==> config.mk <==
export PLATFORM = sky130hd
export DESIGN_NAME = fdiv_seq
export DESIGN_NICKNAME = d
export VERILOG_FILES = /design/src/rtl/fp_pkg.sv /design/src/rtl/fdiv_mant_core.sv /design/src/rtl/fdiv_seq.sv
export SDC_FILE = /design/constraint.sdc
export NUM_CORES = 1
export LEC_CHECK = 0
export CAP_MARGIN = 20
export CORE_MARGIN = 2
export CORE_UTILIZATION = 55
export CTS_CLUSTER_DIAMETER = 100
export CTS_CLUSTER_SIZE = 14
export DETAILED_ROUTE_END_ITERATION = 16
export PLACE_DENSITY = 0.76
export SETUP_SLACK_MARGIN = 0.2
export SYNTH_ARGS = -nofsm -noshare
export SYNTH_HDL_FRONTEND = slang
export SYNTH_SLANG_ARGS = --single-unit
==> constraint.sdc <==
create_clock -name clk -period 4.7 [get_ports clk]
set_input_delay 0.94 -clock clk [delete_from_list [all_inputs] [get_ports clk]]
set_output_delay 0.94 -clock clk [all_outputs]
set_load 0.02 [all_outputs]
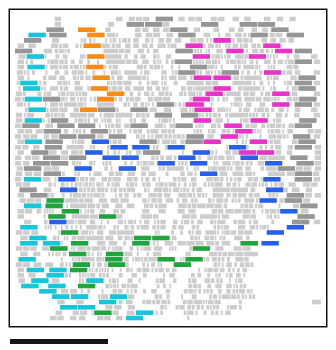
(images/flops_by_reg.png)
The bar under the picture is 50 microns long. Other sequential cells in the stronger gray, the rest of the logic in the fainter gray.
signal	color	sequential cells
`u_core.quotient`	magenta	26
`e_q`	orange	10
`u_core.rem`	blue	27
`b_q`	cyan	32
`u_core.d_q`	green	24
not colored	74
sequential share of cell area: 31.1%
final core area utilization: 64.1%
sequential standard cell area: 4830 sq um

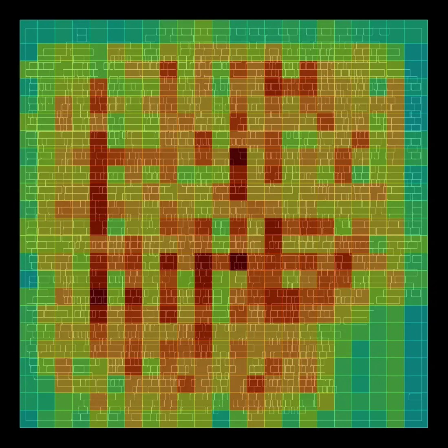
(images/congestion.png)
overall global routing resource usage: 26.9%
GRT met3 Usage: 3.85%
most used routing layer in global routing: met2
WL per Instance: 17.9 microns

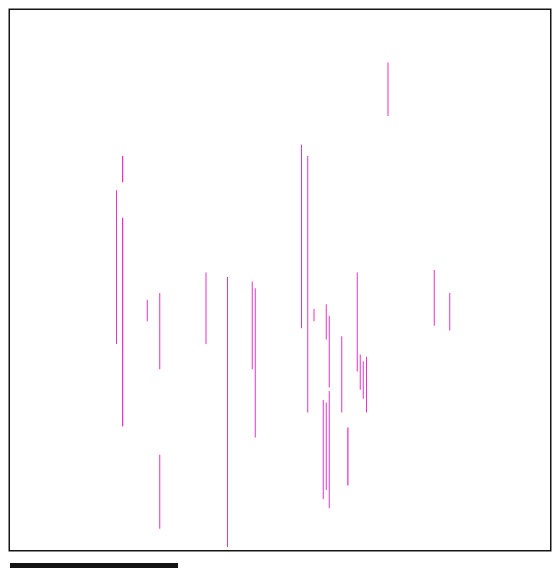
(images/layer_met4.png)
The bar under the picture is 50 microns long.
nets with wire on the layer	25
longest straight run	80.2 microns
wire length on this layer	741 microns
share of all routed wire	2.1%
main direction	vertical
total length of routed wires: 34500 microns
routed vias: 11700

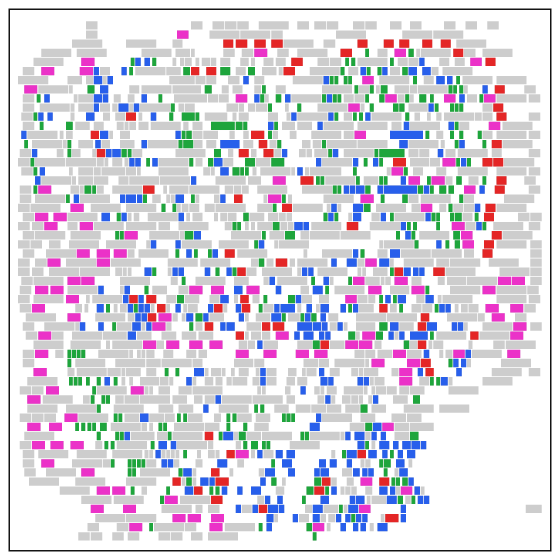
(images/logic_types.png)
family	color	cells	most used
multiplexers	magenta	115	mux2_2
AND-OR and OR-AND gates	red	79	a22o_1
inverting AOI/OAI gates	blue	285	a21oi_1
NAND gates	green	301	nand2_1
highest-count logic cell in the final layout: nand2_1
share of the final layout cell area in multi-input gates: 53.6%
number of cells in the finished layout apart from fillers: 1933

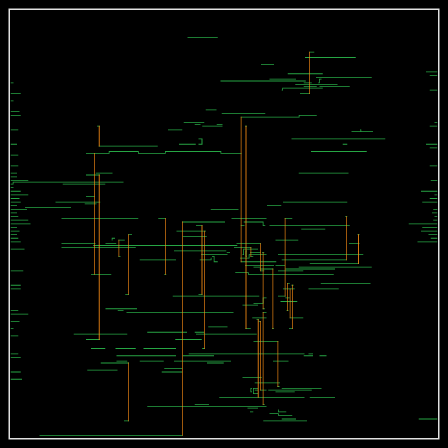
(images/wires.png)
Only two layers are drawn.
layer	color	wire length
metal 4	orange	741 microns
metal 3	green	2020 microns

==> job_summary.md <==
## Synthesis and layout report

| Metric | Value |
|---|---|
| Count of distinct cell types in the synthesized netlist | 94 |
| Final critical path time including I/O delays and setup | 4320 ps |
| Initial core utilization | 55.9% |
| Drt via density | 6.07 |
| Overflow after GRT | 0 |
| Result of the run | finished clean |
| # IOs | 102 |
| Relative slew slack | 36.4% |
| Clock-pin slew on the worst setup and hold paths | 80 ps |
| Final worst hold slack | 496 ps |
| Synthesis warning total | 0 |
| Class of the most critical setup path | flop to flop |
| Placed instance area | 14900 sq um |
| CTS buffer count | 17 |
| Antenna diode instance count | 0 |
| Average cell area after synthesis | 8.88 sq um |
| CP most frequent cell | a21oi_1 |
| Total number of clock tree sinks | 193 |
| Net count reported at finish | 1734 |
| Post-DP HPWL | 25400 microns |
| Summed standard-cell area reported by yosys | 13600 sq um |
| Syn Nets | 1665 |
| Timing-limited maximum frequency | 0.232 GHz |
| Worst hold stages | 1 |
| Clock tree from TritonCTS | built |
| Post-synthesis instance total | 1527 |
| CP startpoint kind | flop |
| Count of cell instances traversed by the critical path | 17 |
| Crit-path max cell delay | 700 ps |
| Largest cells by area | dfrtp_1 36%, mux2_2 7.3%, nand2_1 6.5% |
| Adder and majority gate portion of the synthesized area | 6.63% |
| Register-to-register setup slack | 380 ps |
## layer usage
layer / part of all wire (%) / global-route usage (%)
met2: 46 / 42.4
met3: 5.8 / 3.85
met4: 2.1 / 7.39
met1: 46 / 39.0
met5: 0 / 0
## final cells by class
type | count | area (sq um)
Clock buffer | 17 | 425
Clock inverter | 15 | 184
Fill cell | 2034 | 8700
Inverter | 46 | 173
Multi-Input combinational cell | 1215 | 8330
Sequential cell | 193 | 4830
Tap cell | 324 | 405
Timing Repair Buffer | 123 | 1190
## worst reg2reg max path: cells and delay by family (launching register included)
family,cells,cell delay (ps)
xor gates and xnor gates,2,320
adders and majority gates,2,590
buffers and inverters,2,270
DFF,1,450
and+or+nand+nor,2,890
AOI/OAI and AO/OA,9,1670
